`src/rtl/apb_wait_adapter_if.sv`:
```
// Bus bundle for apb_wait_adapter: APB3 slave side plus the held-request register interface.
// slave = the adapter's view, master = the environment (interconnect + register block).
interface apb_wait_adapter_if #(
  parameter int unsigned ADDR_WIDTH = 12,
  parameter int unsigned DATA_WIDTH = 32,
  parameter int unsigned BYTE_COUNT = (DATA_WIDTH < 8) ? 1 : 2 ** ($clog2(DATA_WIDTH) - 3)
);
  logic [ADDR_WIDTH-1:0] paddr;
  logic                  psel;
  logic                  penable;
  logic                  pwrite;
  logic [BYTE_COUNT-1:0] pstrb;
  logic [DATA_WIDTH-1:0] pwdata;
  logic [DATA_WIDTH-1:0] prdata;
  logic                  pready;
  logic                  pslverr;

  logic [ADDR_WIDTH-1:0] rif_addr;
  logic                  rif_addr_valid;
  logic                  rif_wr_req;
  logic                  rif_rd_req;
  logic [BYTE_COUNT-1:0] rif_wstrb;
  logic [DATA_WIDTH-1:0] rif_wdata;
  logic                  rif_ack;
  logic                  rif_err;
  logic [DATA_WIDTH-1:0] rif_rdata;
  logic                  timeout_evt;

  modport slave (
    input  paddr, psel, penable, pwrite, pstrb, pwdata,
    input  rif_addr_valid, rif_ack, rif_err, rif_rdata,
    output prdata, pready, pslverr,
    output rif_addr, rif_wr_req, rif_rd_req, rif_wstrb, rif_wdata, timeout_evt
  );

  modport master (
    output paddr, psel, penable, pwrite, pstrb, pwdata,
    output rif_addr_valid, rif_ack, rif_err, rif_rdata,
    input  prdata, pready, pslverr,
    input  rif_addr, rif_wr_req, rif_rd_req, rif_wstrb, rif_wdata, timeout_evt
  );
endinterface

```
`src/rtl/apb_wait_adapter.sv`:
```
// APB3 slave to register-interface bridge: each access becomes a held request and the
// APB access phase is stretched until the target acks, errors out, or the timeout fires.
module apb_wait_adapter #(
  parameter int unsigned ADDR_WIDTH     = 12,
  parameter int unsigned DATA_WIDTH     = 32,
  parameter bit          BYTE_EN        = 1'b0,
  parameter bit          REPORT_ERROR   = 1'b1,
  parameter int unsigned TIMEOUT_CYCLES = 16,
  parameter int unsigned BYTE_COUNT     = (DATA_WIDTH < 8) ? 1 : 2 ** ($clog2(DATA_WIDTH) - 3)
) (
  input logic                pclk,
  input logic                presetn,
  apb_wait_adapter_if.slave  bus
);

  localparam int unsigned CNT_W = (TIMEOUT_CYCLES == 0) ? 1 : $clog2(TIMEOUT_CYCLES + 1);
  localparam logic [CNT_W-1:0] TMO_LAST = CNT_W'((TIMEOUT_CYCLES == 0) ? 0 : TIMEOUT_CYCLES - 1);

  typedef enum logic [1:0] {
    S_IDLE,
    S_WAIT,
    S_RESP
  } state_t;

  state_t                r_state;
  logic [CNT_W-1:0]      r_cnt;
  logic                  r_write;
  logic [ADDR_WIDTH-1:0] r_addr;
  logic [DATA_WIDTH-1:0] r_wdata;
  logic [BYTE_COUNT-1:0] r_wstrb;
  logic [DATA_WIDTH-1:0] r_prdata;
  logic                  r_pready;
  logic                  r_pslverr;
  logic                  r_wr_req;
  logic                  r_rd_req;
  logic                  r_tmo_evt;
  logic                  w_timeout;

  assign w_timeout = (TIMEOUT_CYCLES != 0) && (r_cnt == TMO_LAST);

  always_ff @(posedge pclk or negedge presetn) begin
    if (!presetn) begin
      r_state   <= S_IDLE;
      r_cnt     <= '0;
      r_write   <= 1'b0;
      r_addr    <= '0;
      r_wdata   <= '0;
      r_wstrb   <= '0;
      r_prdata  <= '0;
      r_pready  <= 1'b0;
      r_pslverr <= 1'b0;
      r_wr_req  <= 1'b0;
      r_rd_req  <= 1'b0;
      r_tmo_evt <= 1'b0;
    end else begin
      r_tmo_evt <= 1'b0;
      case (r_state)
        S_IDLE: begin
          if (bus.psel && !bus.penable) begin
            r_addr  <= bus.paddr;
            r_write <= bus.pwrite;
            r_cnt   <= '0;
            if (bus.pwrite) begin
              r_wdata <= bus.pwdata;
              r_wstrb <= BYTE_EN ? bus.pstrb : '1;
            end else begin
              r_wstrb <= '0;
            end
            // Undecoded address: answer straight away, never touch the target.
            if (!bus.rif_addr_valid) begin
              r_state   <= S_RESP;
              r_pready  <= 1'b1;
              r_pslverr <= REPORT_ERROR;
            end else begin
              r_state  <= S_WAIT;
              r_wr_req <= bus.pwrite;
              r_rd_req <= !bus.pwrite;
            end
          end
        end

        S_WAIT: begin
          if (!bus.psel) begin
            r_state  <= S_IDLE;
            r_wr_req <= 1'b0;
            r_rd_req <= 1'b0;
          end else if (bus.rif_ack) begin
            // Ack takes priority over a timeout landing in the same cycle.
            r_state   <= S_RESP;
            r_wr_req  <= 1'b0;
            r_rd_req  <= 1'b0;
            r_pready  <= 1'b1;
            r_pslverr <= bus.rif_err & REPORT_ERROR;
            if (!r_write) begin
              r_prdata <= bus.rif_err ? '0 : bus.rif_rdata;
            end
          end else if (w_timeout) begin
            r_state   <= S_RESP;
            r_wr_req  <= 1'b0;
            r_rd_req  <= 1'b0;
            r_pready  <= 1'b1;
            r_pslverr <= REPORT_ERROR;
            r_tmo_evt <= 1'b1;
            if (!r_write) begin
              r_prdata <= '0;
            end
          end else if (r_cnt != '1) begin
            r_cnt <= r_cnt + 1'b1;
          end
        end

        S_RESP: begin
          if (!bus.psel || bus.penable) begin
            r_state   <= S_IDLE;
            r_pready  <= 1'b0;
            r_pslverr <= 1'b0;
          end
        end

        default: begin
          r_state  <= S_IDLE;
          r_pready <= 1'b0;
          r_wr_req <= 1'b0;
          r_rd_req <= 1'b0;
        end
      endcase
    end
  end

  assign bus.prdata      = r_prdata;
  assign bus.pready      = r_pready;
  assign bus.pslverr     = r_pslverr;
  assign bus.rif_addr    = r_addr;
  assign bus.rif_wr_req  = r_wr_req;
  assign bus.rif_rd_req  = r_rd_req;
  assign bus.rif_wstrb   = r_wstrb;
  assign bus.rif_wdata   = r_wdata;
  assign bus.timeout_evt = r_tmo_evt;

endmodule
```
`src/flat_wrapper.sv`:
```
// flat-port wrapper written by rule: the top's interface ports become plain ports
module apb_wait_adapter_flat 
#(
  parameter int unsigned ADDR_WIDTH     = 12,
  parameter int unsigned DATA_WIDTH     = 32,
  parameter bit          BYTE_EN        = 1'b0,
  parameter bit          REPORT_ERROR   = 1'b1,
  parameter int unsigned TIMEOUT_CYCLES = 16,
  parameter int unsigned BYTE_COUNT     = (DATA_WIDTH < 8) ? 1 : 2 ** ($clog2(DATA_WIDTH) - 3)
)
  (pclk, presetn, bus_paddr, bus_psel, bus_penable, bus_pwrite, bus_pstrb, bus_pwdata, bus_rif_addr_valid, bus_rif_ack, bus_rif_err, bus_rif_rdata, bus_prdata, bus_pready, bus_pslverr, bus_rif_addr, bus_rif_wr_req, bus_rif_rd_req, bus_rif_wstrb, bus_rif_wdata, bus_timeout_evt);
  apb_wait_adapter_if #(.ADDR_WIDTH(ADDR_WIDTH), .DATA_WIDTH(DATA_WIDTH), .BYTE_COUNT(BYTE_COUNT)) bus_i ();
  input logic pclk;
  input logic presetn;
  input wire logic [$bits(bus_i.paddr)-1:0] bus_paddr;
  input wire logic [$bits(bus_i.psel)-1:0] bus_psel;
  input wire logic [$bits(bus_i.penable)-1:0] bus_penable;
  input wire logic [$bits(bus_i.pwrite)-1:0] bus_pwrite;
  input wire logic [$bits(bus_i.pstrb)-1:0] bus_pstrb;
  input wire logic [$bits(bus_i.pwdata)-1:0] bus_pwdata;
  input wire logic [$bits(bus_i.rif_addr_valid)-1:0] bus_rif_addr_valid;
  input wire logic [$bits(bus_i.rif_ack)-1:0] bus_rif_ack;
  input wire logic [$bits(bus_i.rif_err)-1:0] bus_rif_err;
  input wire logic [$bits(bus_i.rif_rdata)-1:0] bus_rif_rdata;
  output wire logic [$bits(bus_i.prdata)-1:0] bus_prdata;
  output wire logic [$bits(bus_i.pready)-1:0] bus_pready;
  output wire logic [$bits(bus_i.pslverr)-1:0] bus_pslverr;
  output wire logic [$bits(bus_i.rif_addr)-1:0] bus_rif_addr;
  output wire logic [$bits(bus_i.rif_wr_req)-1:0] bus_rif_wr_req;
  output wire logic [$bits(bus_i.rif_rd_req)-1:0] bus_rif_rd_req;
  output wire logic [$bits(bus_i.rif_wstrb)-1:0] bus_rif_wstrb;
  output wire logic [$bits(bus_i.rif_wdata)-1:0] bus_rif_wdata;
  output wire logic [$bits(bus_i.timeout_evt)-1:0] bus_timeout_evt;
  assign bus_i.paddr = bus_paddr;
  assign bus_i.psel = bus_psel;
  assign bus_i.penable = bus_penable;
  assign bus_i.pwrite = bus_pwrite;
  assign bus_i.pstrb = bus_pstrb;
  assign bus_i.pwdata = bus_pwdata;
  assign bus_i.rif_addr_valid = bus_rif_addr_valid;
  assign bus_i.rif_ack = bus_rif_ack;
  assign bus_i.rif_err = bus_rif_err;
  assign bus_i.rif_rdata = bus_rif_rdata;
  assign bus_prdata = bus_i.prdata;
  assign bus_pready = bus_i.pready;
  assign bus_pslverr = bus_i.pslverr;
  assign bus_rif_addr = bus_i.rif_addr;
  assign bus_rif_wr_req = bus_i.rif_wr_req;
  assign bus_rif_rd_req = bus_i.rif_rd_req;
  assign bus_rif_wstrb = bus_i.rif_wstrb;
  assign bus_rif_wdata = bus_i.rif_wdata;
  assign bus_timeout_evt = bus_i.timeout_evt;
  apb_wait_adapter #(.ADDR_WIDTH(ADDR_WIDTH), .DATA_WIDTH(DATA_WIDTH), .BYTE_EN(BYTE_EN), .REPORT_ERROR(REPORT_ERROR), .TIMEOUT_CYCLES(TIMEOUT_CYCLES), .BYTE_COUNT(BYTE_COUNT)) u_core (.pclk(pclk), .presetn(presetn), .bus(bus_i));
endmodule
```
`config.mk`:
```
export PLATFORM = sky130hd
export DESIGN_NAME = apb_wait_adapter_flat
export DESIGN_NICKNAME = d
export VERILOG_FILES = /design/src/rtl/apb_wait_adapter_if.sv /design/src/rtl/apb_wait_adapter.sv /design/src/flat_wrapper.sv
export SDC_FILE = /design/constraint.sdc
export NUM_CORES = 1
export LEC_CHECK = 0
export CORE_UTILIZATION = 40
export DETAILED_ROUTE_END_ITERATION = 10
export PLACE_DENSITY = 0.84
export SLEW_MARGIN = 20
export SYNTH_ARGS = -nofsm -noshare
export SYNTH_HDL_FRONTEND = slang
export SYNTH_SLANG_ARGS = --single-unit
export TNS_END_PERCENT = 10
```
`constraint.sdc`:
```
create_clock -name pclk -period 2.31 [get_ports pclk]
set_input_delay 0.231 -clock pclk [delete_from_list [all_inputs] [get_ports pclk]]
set_output_delay 0.231 -clock pclk [all_outputs]
set_load 0.03 [all_outputs]
```
Figure 1. Power grid (run 1).
Pins as bars on the die edge.
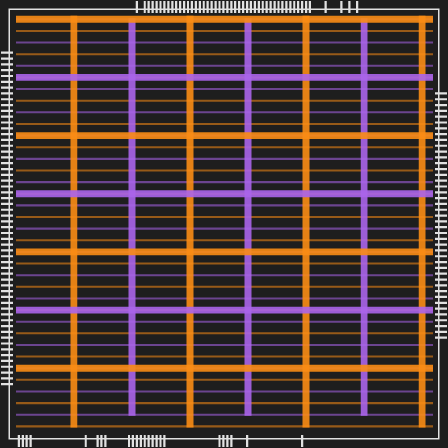
colour	net
orange	VSS
purple	VDD
signal pins	173
met1 rails	36
met5 straps	7
rows	35
met4 straps	7
die height: 100 microns
Max IR drop VDD: 0.503 mV

Figure 2. Gate families picked out (run 1).
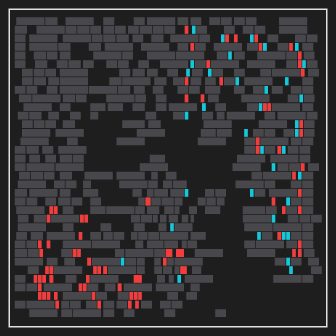
colour	family	cells	most used
red	nand cells	76	nand2_1
cyan	inv cells	36	inv_1
Comb area share: 0.237
final cell count without fillers: 634
Top cell excl fill/tap: clkdlybuf4s50_1

==> results.cfg, run 1 <==
; synthesis and place-and-route metrics
[floorplan]
nWellTaps = 129
dieArea_sq_um = 10000
fp_util = 0.415
fp.dieW_microns = 100

[sta]
post-route-period-util = 0.952
final.setup.tns_ns = 0
fin_crit_ns = 2.20
hold_ws_ns = 0.407
timing.fmax_mhz = 455
max_slew.worst_pin.slew_ns = 0.593
setup_viol = 0
skew_ns = 0.0133
hold_violations = 0
slew_headroom = 0.599
rsz0062_at_grt = yes
slew_violations = 0
postLayoutSetupSlackWorst_ns = 0.111

[finish]
num-nonclk-buffers = 177
design_area_sq_um = 5870
nets = 592
drive_above_1_share = 0.125
syn_to_final_growth_pct = 52.5
lay_top_cells = 167 x clkdlybuf4s50_1, 89 x dfrtp_1, 71 x nand2_1
logic_gates = 188
clockNetworkAreaShare = 0.0303
flop-count = 89
comb_area_sq_um = 1390
final_util = 0.632

[critical_path]
critPathMostFrequentCell = ha_1
path_buffers = 0
endpoint = u_core.r_cnt[0]
reg2reg_depth = 6
cp_cell_sequence = ha_1 > and3_1 > ha_1 > or3b_2 > a2111oi_0 > a211o_1
crit_cells = 6
cpMaxStageDelayCell = or3b_2
crit_type = reg2reg
max_stage_delay_ns = 0.52
worst_setup_path_end_kind = register
crit_arrival_ns = 2.47
worstPathRequired_ns = 2.58
cpLargestDelayFamily = simple AND/OR/NAND/NOR gates
r2r-end = u_core.r_cnt[0]
crit_fanout = 6

[placed_design]
gp_congestion = 0.798
place_inst = 618
port_buffers = 168
dpl-instance-area_sq_um = 5680
place_ws_ns = 0.105

[synthesis]
top_cell_area_share = 0.579
ys_types = 36
synthTopCellsByCount = 89 x dfrtp_1, 71 x nand2_1, 36 x inv_1, 34 x mux2i_1, 32 x mux2_2
top_cell = dfrtp_1
top_cells_by_area = dfrtp_1 58%, mux2_2 9.4%, mux2i_1 8.8%
synth_warnings = 0
yosys.stat.seqShare = 0.579
enable_flop_cells = 0
synthArstFlopShare = 1.00
yosysTopAreaCell = dfrtp_1
synth_area_sq_um = 3850

[power]
power.leakage_nw = 2.59
p_seq_frac = 0.391
power_density_nw_per_um2 = 971
p_comb_frac = 0.438
p_sw_frac = 0.382
p_int_w = 0.00352

[route]
routed_wl_mm = 9.30
wl_met2_mm = 4.58
route.met3.wl_microns = 867
via_count = 3004
via_per_inst = 4.74
first_pass_iters = 4

[clock_network]
clk_latency_ns = 0.34
clockBufferDepth = 2
cts_root_buf = clkbuf_8
cts_tree = yes

[grt]
grt_pass1_vias = 3126
grtUsageMet2 = 0.327

[worst_hold_path]
hp-class = in2async

[outcome]
status = finished clean

[flow_run]
warnings = 32
Figure 3. M1 wires (run 1).
Supply wires on this layer in grey.
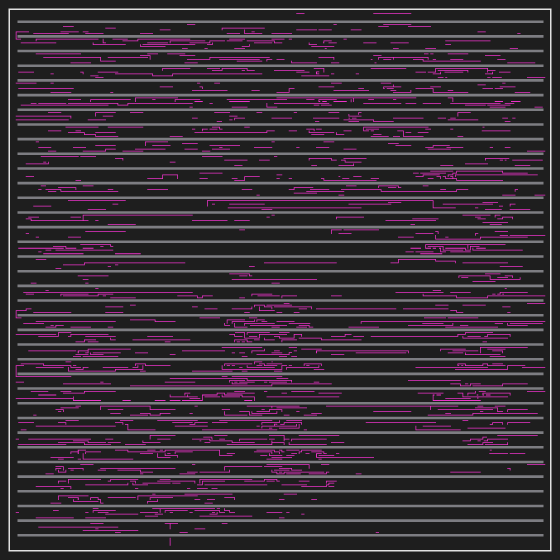
share of all routed wire	41%
wire length on this layer	3,800 microns
main direction	horizontal
nets with wire on the layer	502
longest straight run	41.9 microns

Figure 4. Clock nets (run 1).
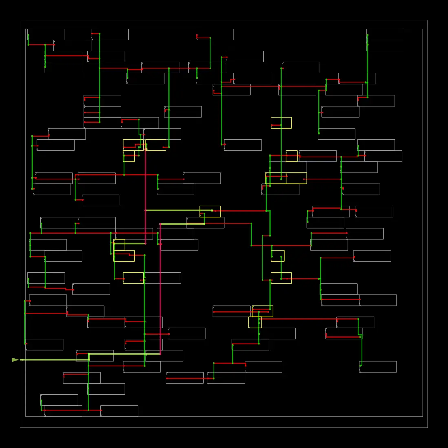
CTS sink cnt: 89
clkbuf count: 10

-- run 1: repair_timing --
action                                  4_1_cts  5_1_grt
gates resized                                 0        2
endpoints found under the hold margin        35        0
hold buffers                                  1        0
endpoints found under the setup margin        0        2
-- run 1: kinds of logic after synthesis --
group | share of synthesized area
simple gates | 0.124
flops | 0.579
mux | 0.182
buf+inv | 0.0621
compound gates | 0.0436
fa+ha+maj | 0.00975
-- run 1: power groups by stage --
stage,Combinational [W],Clock [W],Sequential (W)
finish,0.00250,0.000972,0.00223
global route,0.00265,0.00107,0.00228
CTS,0.00253,0.00101,0.00223
detailed placement,0.00252,0,0.00226
global placement,0.00247,0,0.00223
floorplan,0.000480,0,0.00309
Figure 5. Register map, names as in the netlist (run 1).
Other sequential cells in the stronger grey, the rest of the logic in the fainter grey.
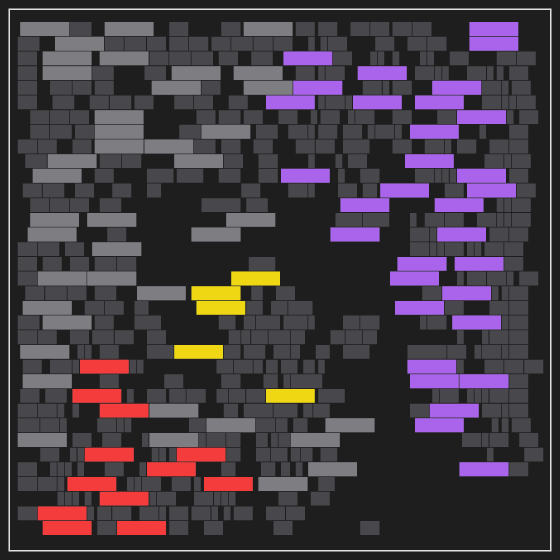

==> run 1 -> run 2 <==
TNS_END_PERCENT = default   (was 10)
Figure 6. Register map, names as in the netlist (run 2).
Other sequential cells in the stronger grey, the rest of the logic in the fainter grey.
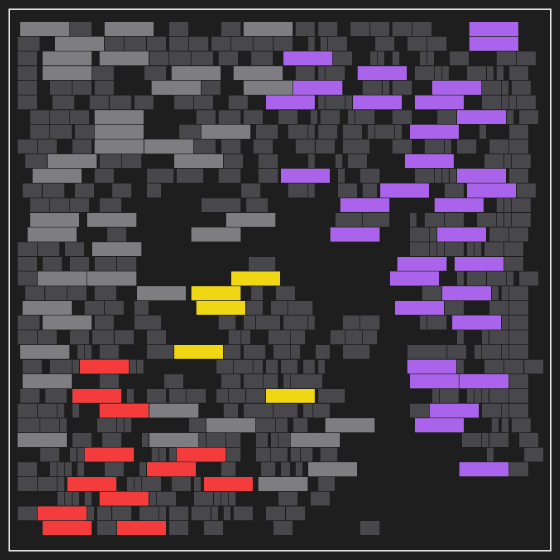
colour	netlist name	flops
red	`u_core.bus.rif_addr`	12
purple	`u_core.bus.prdata`	32
yellow	`u_core.r_cnt`	5

==> results.cfg, run 2 <==
; synthesis and place-and-route metrics
[synthesis]
yosysTopAreaCell = dfrtp_1
xor_area_frac = 0
ys_ff = 89
top_cell_area_share = 0.579
ff_type = dfrtp_1
netlist_instances = 332
synth_warnings = 0
yosys_area_sq_um = 3850
top_cells_by_area = dfrtp_1 58%, mux2_2 9.4%, mux2i_1 8.8%
yosys.stat.seqShare = 0.579
ys_sh_adder = 0.00975
ys_cells = 332
logic_family = multiplexers
synth.avg_cell_area_sq_um = 11.6
synthArstFlopShare = 1.00
top_cell = dfrtp_1
ys_sh_mux = 0.182
synthTopCellsByCount = 89 x dfrtp_1, 71 x nand2_1, 36 x inv_1, 34 x mux2i_1, 32 x mux2_2
ys_sh_simple = 0.124
synth_area_sq_um = 3850
enable_flop_cells = 0
synthAoiAreaFrac = 0.0436
ys_types = 36
synthesis.nets = 423

[finish]
logic_gates = 188
nets = 592
lay_top_cells = 167 x clkdlybuf4s50_1, 89 x dfrtp_1, 71 x nand2_1
final-nonclk-buf-share = 0.302
fin_cells = 634
diodes = 0
sh_comb_area = 0.238
syn_to_final_growth_pct = 52.5
lay_top_count = clkdlybuf4s50_1
comb_area_sq_um = 1400
drive_above_1_share = 0.125
design_area_sq_um = 5870
clockNetworkAreaShare = 0.0303
inv_count = 36
clockBufferCount = 10
num-nonclk-buffers = 177
dominant_cells = registers
final_util = 0.632
register_area_sq_um = 2230
seq_share = 0.379

[power]
p_comb_frac = 0.438
largestPowerGroup = combinational cells
powerSeq_w = 0.00223
fin_total_pwr_w = 0.00570
pwr-share-clk = 0.171
powerComb_w = 0.00250
irDropWorstVdd_mv = 0.501
power.leakage_nw = 2.59
p_switching_w = 0.00218
p_int_w = 0.00352
p_seq_frac = 0.391
power_density_nw_per_um2 = 971
p_sw_frac = 0.382

[grt]
grt.met3_usage = 0.0724
grt_pass1_wl_mm = 15.0
grtUsageMet1 = 0.227
track_usage = 0.191
antenna_found_initial = 0
grtUsageMet2 = 0.327
grt_busiest_layer = met2
grt_overflow = 0
grt_pass1_vias = 3126
grt_max_degree = 55

[route]
route.met3.wl_microns = 858
ant_nets = 0
first_pass_iters = 4
wirelength_met1_mm = 3.83
routed_wl_mm = 9.32
via_count = 3007
dr.max_layer_used = met4
wl_met2_mm = 4.55
drt_iter0_markers = 136
via_per_inst = 4.74

[critical_path]
cp_cell_sequence = ha_1 > and3_1 > ha_1 > or3b_2 > a2111oi_1 > a211o_1
cpMaxStageDelayCell = or3b_2
worstPathRequired_ns = 2.59
max_stage_delay_ns = 0.52
crit_fanout = 6
critPathLaunchType = register
cpLargestDelayFamily = simple AND/OR/NAND/NOR gates
critPathMostFrequentCell = ha_1
worst_setup_path_end_kind = register
crit_type = reg2reg
crit_arrival_ns = 2.50
path_buffers = 0

[sta]
slew_violations = 0
rsz0062_at_grt = no
fin_crit_ns = 2.22
hold_violations = 0
max_slew.worst_pin.slew_ns = 0.599
skew_ns = 0.0137
hold_ws_ns = 0.404
slew_headroom = 0.595
timing.fmax_mhz = 451
postLayoutSetupSlackWorst_ns = 0.0935
final.setup.tns_ns = 0
post-route-period-util = 0.960
setup_viol = 0

[clock_network]
cts_root_buf = clkbuf_8
cts_made_buffers = 9
cts_tree = yes
cts_max_level = 3
clockBufferDepth = 2
cts.sinks = 89

[floorplan]
nWellTaps = 129
core_area_sq_um = 9280
die_h_microns = 100
row_count = 35
fp_util = 0.415
pin_count = 173
fp.dieW_microns = 100
dieArea_sq_um = 10000

[outcome]
status = finished clean

[placed_design]
dpl-instance-area_sq_um = 5680
place_inst = 618
port_buffers = 168
place_ws_ns = 0.105
gp_congestion = 0.798
dp_hpwl_mm = 6.95

[flow_run]
warnings = 31
cap_violations = 0

[worst_hold_path]
hp-class = in2async
Figure 7. Clock nets (run 2).
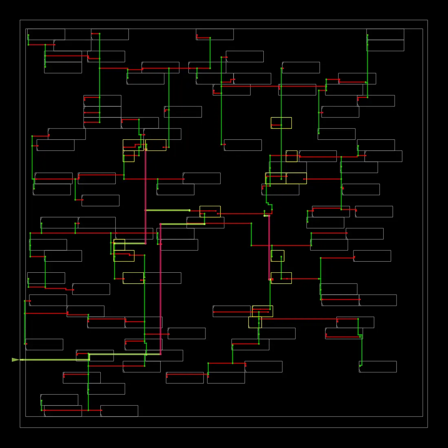
worst-skew pair later-pin latency: 0.34 ns
Clk. pwr: 0.000972 W
FFs & Latches: 89

run 2: cell counts after synthesis:
No cell type changed its count.
run 2: worst paths after layout:
check / startpoint / slack, ns / endpoint / cells after the start
setup / recovery: u_core.r_cnt[0] / 0.09 / u_core.r_cnt[4] / 6
hold / removal: presetn / 0.40 / u_core.bus.rif_addr[8] / 2
setup reg to reg: u_core.r_cnt[0] / 0.09 / u_core.r_cnt[4] / 6
hold reg to reg: u_core.bus.rif_addr[5] / 0.49 / u_core.bus.rif_addr[5] / 2
max in group asynchronous: presetn / 1.23 / u_core.bus.rif_wdata[4] / 3
min in group pclk: bus_paddr[2] / 0.41 / u_core.bus.rif_addr[2] / 3
run 2: timing repair:
item	in CTS	in global routing
resized	0	3
hold endpoints to repair	35	0
setup buffers	0	0
endpoints found under the setup margin	0	2
hold buffers	1	0
Figure 8. Power grid (run 2).
Pins as bars on the die edge.
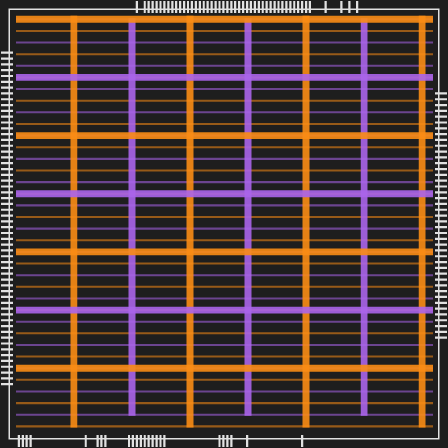

==> run 2 -> run 3 <==
CORE_ASPECT_RATIO = 1.5   (was default)
Figure 9. Power grid (run 3).
Pins as bars on the die edge.
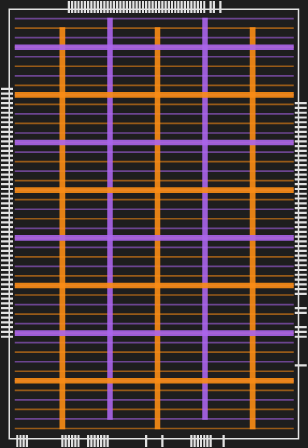
Core ar.: 9310 sq um
Max IR drop VDD: 0.676 mV

Figure 10. Clock nets (run 3).
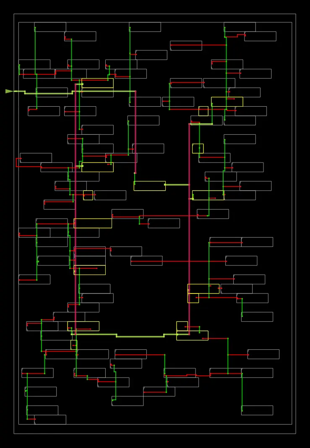
Clk. pwr: 0.00146 W
clkbuf count: 9
cts bufs inserted: 9
Final Skew: 0.00914 ns

==> results.cfg, run 3 <==
; synthesis and place-and-route metrics
[critical_path]
crit_path_start = u_core.r_cnt[0]
worstPathRequired_ns = 2.59
critPathLaunchType = register
critPathMostFrequentCell = ha_1
reg2reg_depth = 6
crit_type = reg2reg
endpoint = u_core.r_cnt[3]
path_buffers = 0
crit_fanout = 6
r2r_slack_ns = 0.11
cpLargestDelayFamily = simple AND/OR/NAND/NOR gates
crit_arrival_ns = 2.48
r2r-end = u_core.r_cnt[3]

[route]
first_pass_iters = 4
ant_nets = 0
drt_iter0_markers = 70
routed_wl_mm = 9.31
via_count = 2990
via_per_inst = 4.84

[clock_network]
post_cts_buffers = 0
clk_latency_ns = 0.34
clockBufferDepth = 2
cts_tree = yes
cts_hold_buffers = 1
cts_root_buf = clkbuf_16
cts.sinks = 89

[finish]
fin_cells = 618
lay_top_count = clkdlybuf4s50_1
drive_above_1_share = 0.128
diodes = 0
nets = 592
lay_top_cells = 167 x clkdlybuf4s50_1, 89 x dfrtp_1, 71 x nand2_1

[power]
power_density_nw_per_um2 = 1030
p_seq_frac = 0.361
powerSeq_w = 0.00223
p_switching_w = 0.00224
p_sw_frac = 0.361
largestPowerGroup = combinational cells
pwr-share-clk = 0.236
p_comb_frac = 0.403

[synthesis]
top_cell_area_share = 0.579
netlist_instances = 332
ys_sh_simple = 0.124
ys_ff = 89
yosys.stat.seqShare = 0.579
top_cell = dfrtp_1
enable_flop_cells = 0
synth_warnings = 0
synthArstFlopShare = 1.00
ff_type = dfrtp_1
synth_area_sq_um = 3850
synth.avg_cell_area_sq_um = 11.6
yosys_area_sq_um = 3850
xor_area_frac = 0

[outcome]
status = finished clean

[sta]
hold_violations = 0
timing.fmax_mhz = 454
postLayoutSetupSlackWorst_ns = 0.107
post-route-period-util = 0.954
slew_violations = 0
fin_crit_ns = 2.20
max_slew.worst_pin.slew_ns = 0.585

[grt]
antenna_found_initial = 0
track_usage = 0.195
grt_pass1_wl_mm = 14.7
grt_pass1_vias = 3130

[placed_design]
dpl-instance-area_sq_um = 5660
gp_congestion = 0.882

[worst_hold_path]
hp-class = in2async
[run 3: routing by layer]
layer | up-vias | GRT usage | share of wire | wire length, microns
li1 | 1429 | - | - | -
met3 | 15 | 0.0554 | 0.078 | 722
met4 | 0 | 0.0822 | 0.021 | 197
met2 | 117 | 0.336 | 0.52 | 4850
met1 | 1429 | 0.219 | 0.38 | 3540
met5 | - | 0 | 0 | 0
[run 3: layout make-up]
| cell class | count | area (sq um) |
|---|---|---|
| fill | 712 | 3330 |
| sequential | 89 | 2230 |
| timing repair buffer | 177 | 1770 |
| multi-input combinational | 188 | 1400 |
| clock buffer | 9 | 225 |
| tap | 112 | 140 |
| inverter | 36 | 135 |
| clock inverter | 7 | 76.3 |
Power and IR drop assume default switching activity.
